===== config.mk =====
export PLATFORM = sky130hd
export DESIGN_NAME = jttrack_dwnld
export DESIGN_NICKNAME = d
export VERILOG_FILES = /design/src/rtl/jttrack_dwnld_pkg.sv /design/src/rtl/jttrack_dwnld_fifo.sv /design/src/rtl/jttrack_dwnld.sv
export SDC_FILE = /design/constraint.sdc
export NUM_CORES = 1
export LEC_CHECK = 0
export CAP_MARGIN = 20
export CORE_ASPECT_RATIO = 2
export CORE_MARGIN = 3
export CORE_UTILIZATION = 45
export DETAILED_ROUTE_END_ITERATION = 10
export HOLD_SLACK_MARGIN = 0.08
export PLACE_DENSITY_LB_ADDON = 0.05
export SLEW_MARGIN = 0
export SYNTH_ARGS = -nofsm -noshare
export SYNTH_HDL_FRONTEND = slang
export SYNTH_HIERARCHICAL = 1
export SYNTH_SLANG_ARGS = --single-unit

===== constraint.sdc =====
create_clock -name i_clk -period 2.6 [get_ports i_clk]
set_input_delay 0.26 -clock i_clk [delete_from_list [all_inputs] [get_ports i_clk]]
set_output_delay 0.26 -clock i_clk [all_outputs]
set_load 0.01 [all_outputs]

===== src/rtl/jttrack_dwnld_pkg.sv =====
// Shared constants, FIFO entry layout and address helpers for the download post-processor.
package jttrack_dwnld_pkg;

  localparam int unsigned FifoDepth = 4;
  localparam int unsigned PtrW      = 2;
  localparam int unsigned CntW      = 3;
  localparam int unsigned WaitThr   = 3;
  localparam int unsigned PromSize  = 2048;
  localparam int unsigned AddrW     = 21;
  localparam int unsigned MaskW     = 2;
  localparam int unsigned DataW     = 8;

  typedef struct packed {
    logic [AddrW-1:0] addr;
    logic [MaskW-1:0] mask;
    logic [DataW-1:0] data;
  } entry_t;

  function automatic logic in_range(input logic [21:0] a, input logic [21:0] lo,
                                    input logic [21:0] hi);
    return (a >= lo) && (a < hi);
  endfunction

  // Object ROM line reorder: a[4:0] -> {a[2:0], ~a[4], ~a[3]}
  function automatic logic [21:0] obj_swizzle(input logic [21:0] a);
    return {a[21:5], a[2:0], ~a[4], ~a[3]};
  endfunction

  // Active-low byte enables: even byte -> 2'b10, odd byte -> 2'b01
  function automatic entry_t make_entry(input logic [21:0] a, input logic [7:0] d);
    entry_t e;
    e.addr = a[21:1];
    e.mask = {~a[0], a[0]};
    e.data = d;
    return e;
  endfunction

endpackage


===== src/rtl/jttrack_dwnld_fifo.sv =====
// Four-entry SDRAM write FIFO with count, head view and registered almost-full flag.
module jttrack_dwnld_fifo
  import jttrack_dwnld_pkg::*;
(
  input  logic            i_clk,
  input  logic            i_rst,
  input  logic            i_push,
  input  logic            i_pop,
  input  entry_t          i_din,
  output entry_t          o_head,
  output logic [CntW-1:0] o_count,
  output logic [CntW-1:0] o_count_next,
  output logic            o_almost_full
);

  entry_t          r_mem [FifoDepth];
  logic [PtrW-1:0] r_wptr;
  logic [PtrW-1:0] r_rptr;
  logic [CntW-1:0] r_count;
  logic            r_afull;
  logic            w_pop;
  logic            w_push;
  logic [CntW-1:0] w_count_d;

  // A push into a full FIFO is only taken when the head leaves in the same cycle
  always_comb begin
    w_pop     = i_pop && (r_count != '0);
    w_push    = i_push && ((r_count != CntW'(FifoDepth)) || w_pop);
    w_count_d = r_count + CntW'(w_push) - CntW'(w_pop);
  end

  always_ff @(posedge i_clk) begin
    if (i_rst) begin
      for (int i = 0; i < int'(FifoDepth); i++) r_mem[i] <= '0;
      r_wptr  <= '0;
      r_rptr  <= '0;
      r_count <= '0;
      r_afull <= 1'b0;
    end else begin
      if (w_push) begin
        r_mem[r_wptr] <= i_din;
        r_wptr        <= r_wptr + 1'b1;
      end
      if (w_pop) r_rptr <= r_rptr + 1'b1;
      r_count <= w_count_d;
      r_afull <= (w_count_d >= CntW'(WaitThr));
    end
  end

  assign o_head        = r_mem[r_rptr];
  assign o_count       = r_count;
  assign o_count_next  = w_count_d;
  assign o_almost_full = r_afull;

endmodule


===== src/rtl/jttrack_dwnld.sv =====
// Track & Field download post-processor: ROM bit reordering, SDRAM write FIFO, PROM routing.
module jttrack_dwnld
  import jttrack_dwnld_pkg::*;
#(
  parameter logic [21:0] SCR_START  = 22'h0,
  parameter logic [21:0] OBJ_START  = 22'h0,
  parameter logic [21:0] PCM_START  = 22'h0,
  parameter logic [24:0] PROM_START = 25'h0
) (
  input  logic        i_clk,
  input  logic        i_rst,
  input  logic        i_downloading,
  input  logic [24:0] i_ioctl_addr,
  input  logic [7:0]  i_ioctl_dout,
  input  logic        i_ioctl_wr,
  output logic        o_ioctl_wait,
  output logic [20:0] o_prog_addr,
  output logic [15:0] o_prog_data,
  output logic [1:0]  o_prog_mask,
  output logic        o_prog_we,
  input  logic        i_prog_ack,
  output logic        o_prom_we,
  output logic [10:0] o_prom_addr,
  output logic [7:0]  o_prom_data,
  output logic        o_dwn_done,
  output logic        o_overflow
);

  logic            w_acc;
  logic            w_sdram;
  logic            w_sdram_wr;
  logic            w_prom;
  logic [24:0]     w_prom_off;
  logic [21:0]     w_a;
  logic [21:0]     w_xa;
  entry_t          w_entry;
  entry_t          w_head;
  logic [CntW-1:0] w_count;
  logic [CntW-1:0] w_count_next;
  logic            w_full;
  logic            w_ovf;
  logic            w_rise;
  logic            w_fall;
  logic            w_afull;

  logic            r_dl;
  logic            r_armed;
  logic            r_done;
  logic            r_ovf;
  logic            r_prom_we;
  logic [10:0]     r_prom_addr;
  logic [7:0]      r_prom_data;

  always_comb begin
    w_acc      = i_ioctl_wr && i_downloading;
    w_sdram    = (i_ioctl_addr < PROM_START);
    w_prom_off = i_ioctl_addr - PROM_START;
    w_prom     = !w_sdram && (w_prom_off < 25'(PromSize));
    w_sdram_wr = w_acc && w_sdram;
    w_a        = i_ioctl_addr[21:0];
    if (in_range(w_a, SCR_START, OBJ_START))      w_xa = {w_a[21:1], ~w_a[0]};
    else if (in_range(w_a, OBJ_START, PCM_START)) w_xa = obj_swizzle(w_a);
    else                                          w_xa = w_a;
    w_entry = make_entry(w_xa, i_ioctl_dout);
    w_full  = (w_count == CntW'(FifoDepth));
    w_ovf   = w_sdram_wr && w_full && !i_prog_ack;
    w_rise  = i_downloading && !r_dl;
    w_fall  = !i_downloading && r_dl;
  end

  jttrack_dwnld_fifo u_fifo (
    .i_clk         (i_clk),
    .i_rst         (i_rst),
    .i_push        (w_sdram_wr),
    .i_pop         (i_prog_ack),
    .i_din         (w_entry),
    .o_head        (w_head),
    .o_count       (w_count),
    .o_count_next  (w_count_next),
    .o_almost_full (w_afull)
  );

  always_ff @(posedge i_clk) begin
    if (i_rst) begin
      r_dl        <= 1'b0;
      r_armed     <= 1'b0;
      r_done      <= 1'b0;
      r_ovf       <= 1'b0;
      r_prom_we   <= 1'b0;
      r_prom_addr <= '0;
      r_prom_data <= '0;
    end else begin
      r_dl      <= i_downloading;
      r_prom_we <= w_acc && w_prom;
      if (w_acc && w_prom) begin
        r_prom_addr <= w_prom_off[10:0];
        r_prom_data <= i_ioctl_dout;
      end
      if (w_ovf)       r_ovf <= 1'b1;
      else if (w_rise) r_ovf <= 1'b0;
      // Done fires once the FIFO is empty after this cycle; a new session disarms it
      r_done <= 1'b0;
      if (w_rise) begin
        r_armed <= 1'b0;
      end else if ((r_armed || w_fall) && (w_count_next == '0) && !w_sdram_wr) begin
        r_done  <= 1'b1;
        r_armed <= 1'b0;
      end else begin
        r_armed <= r_armed || w_fall;
      end
    end
  end

  assign o_ioctl_wait = w_afull;
  assign o_prog_we    = (w_count != '0);
  assign o_prog_addr  = w_head.addr;
  assign o_prog_mask  = w_head.mask;
  assign o_prog_data  = {w_head.data, w_head.data};
  assign o_prom_we    = r_prom_we;
  assign o_prom_addr  = r_prom_addr;
  assign o_prom_data  = r_prom_data;
  assign o_dwn_done   = r_done;
  assign o_overflow   = r_ovf;

endmodule


Fig. 1: run 1, wires at chosen ports, followed through buffers
(2 px per micron)
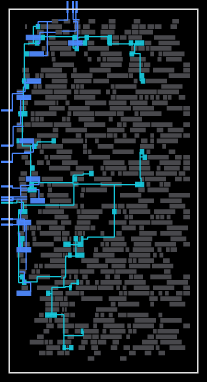
Key: i_rst = cyan [bits 1, direction input, edge left, end cells 56, wire 572 microns]; o_prom_addr = blue [bits 11, direction output, edge 8 left, 3 top, end cells 11, wire 341 microns]

Fig. 2: run 1, placed cells, one colour a class
(3 px per micron)
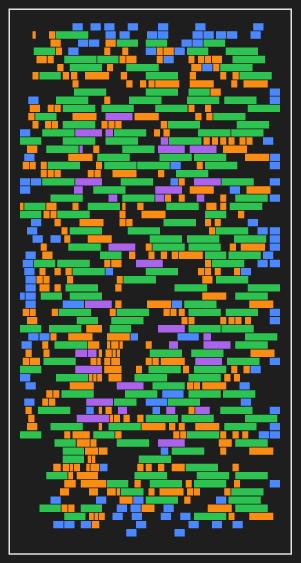
Key: clock drivers and dummy loads = purple [cells 32, share of their area 6.8%]; all other logic = orange [cells 272, share of their area 28%]; other buffers and delay cells = blue [cells 110, share of their area 13%]; flops = green [cells 157, share of their area 52%]

Fig. 3: run 1, cell area per tile
(3 px per micron) 9 x 18 tiles, from dark blue (low) to red (high), 0 to 100% covered.
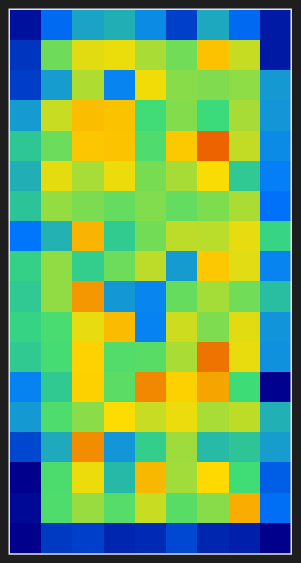
3.1% of the tiles are nearly empty. The mean over all tiles is 50%. 13% of the tiles are over 75% full. The fullest tile reaches 89%.

==> impl_metrics.csv, run 1 <==
group,metric,value,unit
place,portBuffers,99,
grt,grtUsageMet3,3.54,%
final_timing,slew_violations,130,
floorplan,rows,63,
clock_tree,cts_tree,"done",
critical_path,r2r_end,"u_fifo/o_almost_full$_SDFF_PP0_",
layout,lay_top_count,"and2_1",
hold_path,whs_endpoint,"o_prom_addr[10]$_SDFFE_PP0P_",
critical_path,r2r_start,"u_fifo/o_count[1]$_SDFF_PP0_",
status,status,"complete, but fails checks",
logic_synthesis,ys_sh_xor,0.508,%
critical_path,crit_end,"u_fifo/o_almost_full$_SDFF_PP0_",
grt,grt_pass1_wl,24000,microns
critical_path,crit_arrival,2.78,ns
floorplan,die.size.y,181,microns
status,violations,"max-slew violations",
grt,antenna_found_initial,0,
logic_synthesis,yosys_area,6890,sq um
grt,grt_pass1_vias,4379,
critical_path,worst-r2r-cell-count,8,
clock_tree,postCtsSetupRepairBufs,0,
layout,layout_top_cells,"and2_1, edfxtp_1, clkdlybuf4s50_1",
grt,grt_overflow_total,0,
[run 1: area by class of cell]
cell class,count,area [sq um]
clock buffers,19,443
clock inverters,13,133
fillers,1187,6200
inverters,6,22.5
multi-input cells,266,2350
flip-flops and latches,157,4390
well taps,195,244
repair buffers,110,1120
[run 1: power by group]
| group | switching, W | total, W | internal, W |
|---|---|---|---|
| clock network | 0.00102 | 0.00239 | 0.00137 |
| registers | 0.000120 | 0.00309 | 0.00297 |
| logic | 0.000794 | 0.00180 | 0.00101 |
| total | 0.00194 | 0.00728 | 0.00534 |
[run 1: cells in the mapped netlist (2+ instances only)]
cell type	n
clkbuf_1	16
a21o_1	2
o21bai_1	2
nor3_1	2
nand2_1	3
nor2b_1	6
buf_4	9
mux2i_1	19
buf_6	2
xnor2_1	2
mux2_2	2
inv_1	6
and2_1	125
mux4_2	31
nor4_2	4
nand2b_1	40
ha_1	2
buf_2	3
edfxtp_1	124
xor2_1	2
nor2_1	7
clkbuf_2	3
dfxtp_1	33
[run 1: repair_timing]
action / in CTS / in global routing
hold buffers: 0 / 0
setup endpoints to repair: 0 / 1
gates resized: 0 / 1
endpoints found under the hold margin: 0 / 0
[run 1: per-layer routing]
layer,vias up,part of all wire (%)
li1,1839,-
met1,2019,39
met2,110,55
met3,16,4.0
met4,0,1.4
met5,-,0
[run 1: state kept, by name, summed over array words and instances (netlist names), 2 cells and up, named ones only]
name	cells
u_fifo/r_wptr	2
u_fifo/o_count	3
u_fifo/r_mem	124
o_prom_data	8
o_prom_addr	11
u_fifo/r_rptr	2
[run 1: logic make-up after synthesis]
logic type | after synthesis
simple gates | 194
flops | 157
mux | 52
buf+inv | 40
compound gates | 9
xor+xnor | 4
fa+ha+maj | 3
other cells | 1
==> run 2: changes to the inputs <==
- CORE_UTILIZATION: 45 -> 53
- GPL_TIMING_DRIVEN: unset -> 0
==> run 2 against run 1 <==
The flow now finishes without violations. Critical endpoint is now o_prog_mask[1]. Combinational power is 4% higher. Sequential power hardly changed. Core utilization is 11 points higher. Sequential cell count stayed put. Critical path depth is 5 lower. Final cell count is 2.5% lower. Clock skew is 0.0018 ns lower. Worst setup slack worse by 0.099 ns. Non-clock buffer count is 26 higher.
==> impl_metrics.csv, run 2 <==
group,metric,value,unit
critical_path,worst-setup-path-type,"reg2out",
grt,grt_pass1_wl,23900,microns
clock_tree,cts_tree,"done",
route,drtIter0Drc,185,
critical_path,r2r_start,"u_fifo/o_count[1]$_SDFF_PP0_",
clock_tree,postCtsSetupRepairBufs,0,
route,drc,0,
route,avgViaCountPerCell,5.47,
logic_synthesis,yosys_area,6890,sq um
layout,fillers,931,
layout,lay_top_count,"and2_1",
place,portBuffers,99,
floorplan,rows,58,
clock_tree,cts_hold_buffers,0,
final_timing,slew_violations,0,
critical_path,crit_arrival,2.31,ns
logic_synthesis,synth-async-reset-ratio,0,%
critical_path,worst-r2r-cell-count,8,
critical_path,r2r_end,"u_fifo/o_almost_full$_SDFF_PP0_",
grt,grt_pass1_vias,4499,
clock_tree,post_cts_resized,4,
logic_synthesis,synth.top_cells.by_count,"and2_1, edfxtp_1, nand2b_1, dfxtp_1, mux4_2",
logic_synthesis,ys_sh_mux,13.2,%
layout,area_delta_synth_final,27.6,%
layout,layout_top_cells,"and2_1, edfxtp_1, clkdlybuf4s50_1",
floorplan,die.size.y,167,microns
final_timing,rsz0062_at_grt,"yes",
layout,fin_area,8800,sq um
route,drt_wl_total,15300,microns
logic_synthesis,top_area_cell,"edfxtp_1",
logic_synthesis,yosysMostFrequentCell,"and2_1",
logic_synthesis,ys_sh_xor,0.508,%
final_timing,setup_tns,0,ns
critical_path,worstPathRequired,2.34,ns
logic_synthesis,yosysWarnings,6,
critical_path,ff2ff_setup_slack,0.11,ns
layout,top_register,"u_fifo/r_mem",
logic_synthesis,ys_cells,460,
critical_path,crit_end,"o_prog_mask[1]",
layout,final_cells,747,
logic_synthesis,netlist_top_cells_area,"edfxtp_1, and2_1, mux4_2, dfxtp_1, nand2b_1",
status,status,"finished clean",
layout,largest_reg_flops,124,
grt,antenna_found_initial,0,
critical_path,cp_max_fo,10,
run 2: cell counts after synthesis:
No cell type changed its count.
run 2: stage by stage:
step / setup WS [ns] / util [%]
global route: -0.100 / 69.7
floorplan: 0.270 / -
CTS: -0.0143 / 69.6
detailed placement: -0.106 / 64.8
finish: 0.0319 / 69.7
global placement: -1.58 / 64.0
run 2: power by group:
group / switching, W / internal, W / leakage (nW)
Combinational: 0.000817 / 0.00105 / 1.49
Sequential: 0.000114 / 0.00297 / 1.56
Clock: 0.000997 / 0.00146 / 0.282
Total: 0.00193 / 0.00548 / 3.33
run 2: area by class of cell:
type                    instances  area (sq um)  share of cell area, %
plain buffers                  34           190                   2.16
clock buffers                  18           439                   4.99
clock inverters                14           159                   1.81
inverters                       6          22.5                  0.256
multi-input cells             266          2350                   26.7
flip-flops and latches        157          4380                   49.8
well taps                     150           188                   2.13
repair buffers                102          1070                   12.1
run 2: how the worst min path moves through the flow:
stage                                     start                          end  slack, ns  depth (start not counted)
finish              o_prom_data[4]$_SDFFE_PP0P_  o_prom_data[4]$_SDFFE_PP0P_       0.48                          2
detailed placement  o_prom_addr[4]$_SDFFE_PP0P_  o_prom_addr[4]$_SDFFE_PP0P_       0.47                          2
floorplan                         i_downloading              r_dl$_SDFF_PP0_       0.39                          1
CTS                 o_prom_data[4]$_SDFFE_PP0P_  o_prom_data[4]$_SDFFE_PP0P_       0.48                          2
global route                      i_downloading              r_dl$_SDFF_PP0_       0.50                          2
global placement    o_prom_data[0]$_SDFFE_PP0P_  o_prom_data[0]$_SDFFE_PP0P_       0.46                          2
run 2: layer usage:
layer | track usage (%) | share of wire [%]
met4 | 8.21 | 1.4
met1 | 25.1 | 37
met2 | 41.1 | 57
met5 | 0 | 0
met3 | 4.38 | 4.2
Fig. 4: run 2, M1 wires
(4 px per micron) Supply wires on this layer in grey.
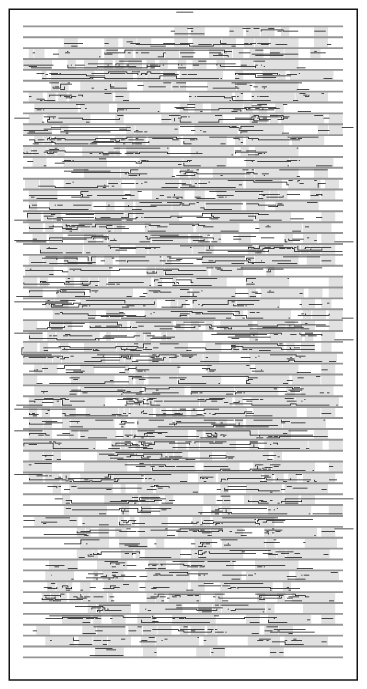
573 nets have wire on it. The wires run mostly horizontal. The layer carries 5640 microns of wire.

Fig. 5: run 2, cell area per tile
(3 px per micron) 9 x 17 tiles, from dark blue (low) to red (high), 0 to 100% covered.
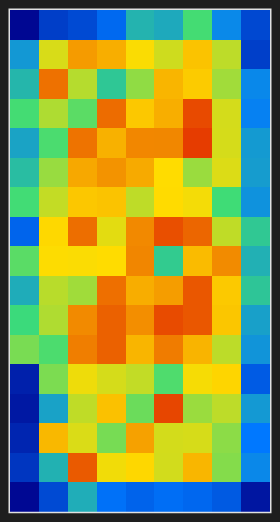
The densest ninth of the die: centre. The fullest tile reaches 93%. The emptiest ninth of the die: lower left. 35% of the tiles are over 75% full. The mean over all tiles is 59%.

Fig. 6: run 2, placed cells, one colour a class
(3 px per micron)
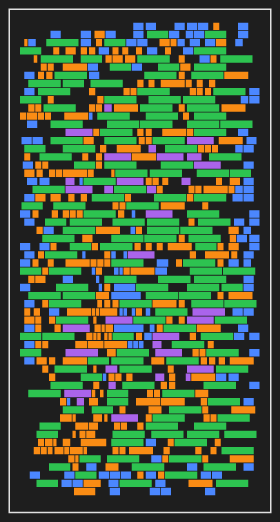
Key: all other logic = orange [cells 272, share of their area 28%]; flops = green [cells 157, share of their area 51%]; other buffers and delay cells = blue [cells 136, share of their area 15%]; clock drivers and dummy loads = purple [cells 32, share of their area 6.9%]

No activity file was given, so power comes from the tool's default toggle rates.
